Design trap_ctrl, sky130hd; sources not shown.
Where the registers sit:
Scale: 3 px per um. Other cells in grey.
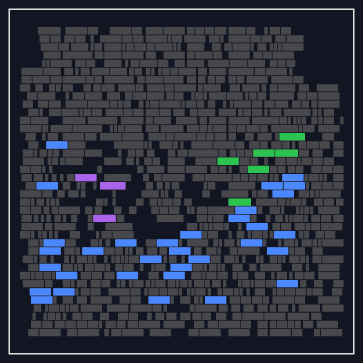
colour	name in the netlist	sequential cells
blue	epc_q	32
green	cause_q	6
purple	state_q	3
Register Area: 832.0 um^2
Final Util: 79.26%
power consumed by sequential cells: 744 uW
Seq/total area: 9.395%

Routed metal per tile:
Scale: 3 px per um. 23 x 23 tiles, from black (low) to pale yellow (high), scaled to the fullest tile. Values are wire area over tile area, all layers added.
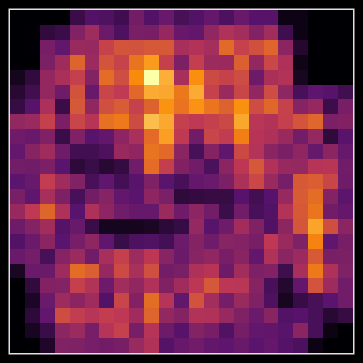
tiles over half the peak	22%
nearly empty tiles	6.4%
fullest tile	0.70
densest ninth of the die	north
mean over tiles	0.25
via count: 5427
drt wl/cell: 20.11 um

Clock wiring as the flow saved it:
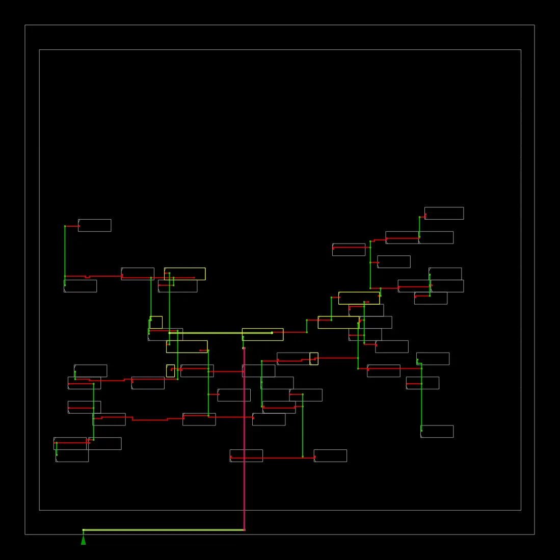
clk latency late pin: 0.28 ns
final-layout clock buffer total: 5
CTS Buf Count: 5
Sinks on Clock Net: 41
flip-flops: 41

Cells by drive strength:
Scale: 4 px per um.
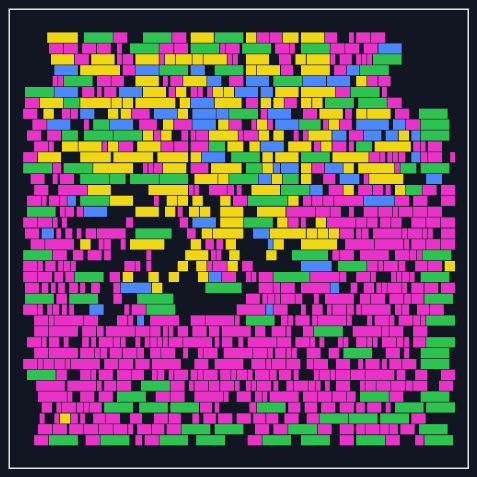
colour	size	cells	share
green	x6 and larger	95	11%
yellow	x3 and x4	131	15%
blue	x2	53	6.2%
magenta	x1 and smaller	571	67%
non-clock buffer count in the final layout: 339
PnR worst setup slack: -0.3051 ns

==> flow_summary.ini <==
; implementation run metrics
[run_status]
status = complete, but fails checks
violations = negative setup slack

[placement]
place_area_mm2 = 0.007985
placedCellCount = 953

[timing]
fin_skew_ns = 0.003587
setup_ws_ns = -0.3051
finalSetupViolCount = 27

[cts]
clk_path_buf_depth = 2
hold_buffers = 0
ctsRootBufferMaster = clkbuf_16
cts.clk_slew.worst_paths_ns = 0.06

[yosys]
top_area_share_pct = 21.19
yosys.area_share.xor_xnor_pct = 5.879
top_area_cell = dfxtp_1
aoi_share_pct = 29.97
syn_area_per_cell_um2 = 7.108
ys.flops = 41

[critical_path]
setup.worst_path.start_class = primary input

[power_and_ir_drop]
ir_drop_mv = 0.4350

[detailed_routing]
met2_length_um = 10590

[layout]
fin_area_mm2 = 0.008856

[flow_run]
cap_violations = 0

[global_route]
grt_pass1_vias = 5760
## synth_stat cells, drive strengths merged
cell and instances:
a2111oi 4, a211o 1, a211oi 6, a21boi 36, a21o 3, a21oi 20
a221o 1, a22o 23, a22oi 2, a31o 1, a31oi 2, and2 8
and3 2, and3b 1, and4 2, buf 20, clkbuf 23, conb 1
dfxtp 41, fa 1, ha 5, inv 7, mux2i 36, nand2 141
nand2b 1, nand3 10, nand3b 4, nand4 6, nand4bb 1, nor2 20
nor2b 3, nor3 8, nor3b 3, nor4 3, nor4b 1, o211a 4
o21a 1, o21ai 63, o22ai 3, or2 1, xnor2 26
## critical path, cell delays in order
cell     delay [ns]
buf_6          0.10
ha_4           0.15
fa_2           0.33
a211o_1        0.31
a21oi_4        0.20
buf_6          0.18
nor3_2         0.06
xnor2_1        0.26
o21ai_4        0.09
buf_12         0.15
## cell families (layout without fill, tap and decap cells)
kind of cell / count (synthesis) / in the layout
adder cells (fa/ha/maj): 6 / 6
other: 1 / 8
AND-OR/OR-AND: 170 / 170
XOR/XNOR: 26 / 26
AND/OR/NAND/NOR: 215 / 215
flip-flops: 41 / 41
buffers and inverters: 50 / 354
multiplexers: 36 / 36
## where the power goes
group          total (mW)  leakage (nW)  switching, mW  internal [mW]
clock network       0.609        0.0696          0.257          0.352
registers           0.744         0.337         0.0594          0.685
logic                2.80          3.00           1.49           1.31
## layout make-up
class,instances,area share (%)
timing repair buffer,339,45.42
multi-input combinational,455,41.13
sequential,41,9.395
tap,140,1.978
clock buffer,5,1.413
inverter,7,0.2967
clock inverter,3,0.1978
antenna,6,0.1695
## cells in the final DEF (no fill, tap or decap), drive strengths merged, types with 10 or more instances in the layout
cell / count
buf: 163
clkdlybuf4s50: 153
nand2: 141
o21ai: 63
dfxtp: 41
mux2i: 36
a21boi: 36
xnor2: 26
a22o: 23
nor2: 20
a21oi: 20
dlygate4sd2: 15
nand3: 10
## routing by layer
| layer | vias to the layer above | GRT usage (%) |
|---|---|---|
| met4 | 0 | 13.14 |
| met5 | - | 0 |
| li1 | 2537 | - |
| met2 | 231 | 52.93 |
| met1 | 2586 | 32.93 |
| met3 | 73 | 4.968 |
## timing repair
item,4_1_cts,5_1_grt
setup endpoints to repair,29,34
resized,95,37
pin swaps,49,59
cloned,2,0
buffers inserted,15,15
Power is estimated from default activity; no workload was simulated.
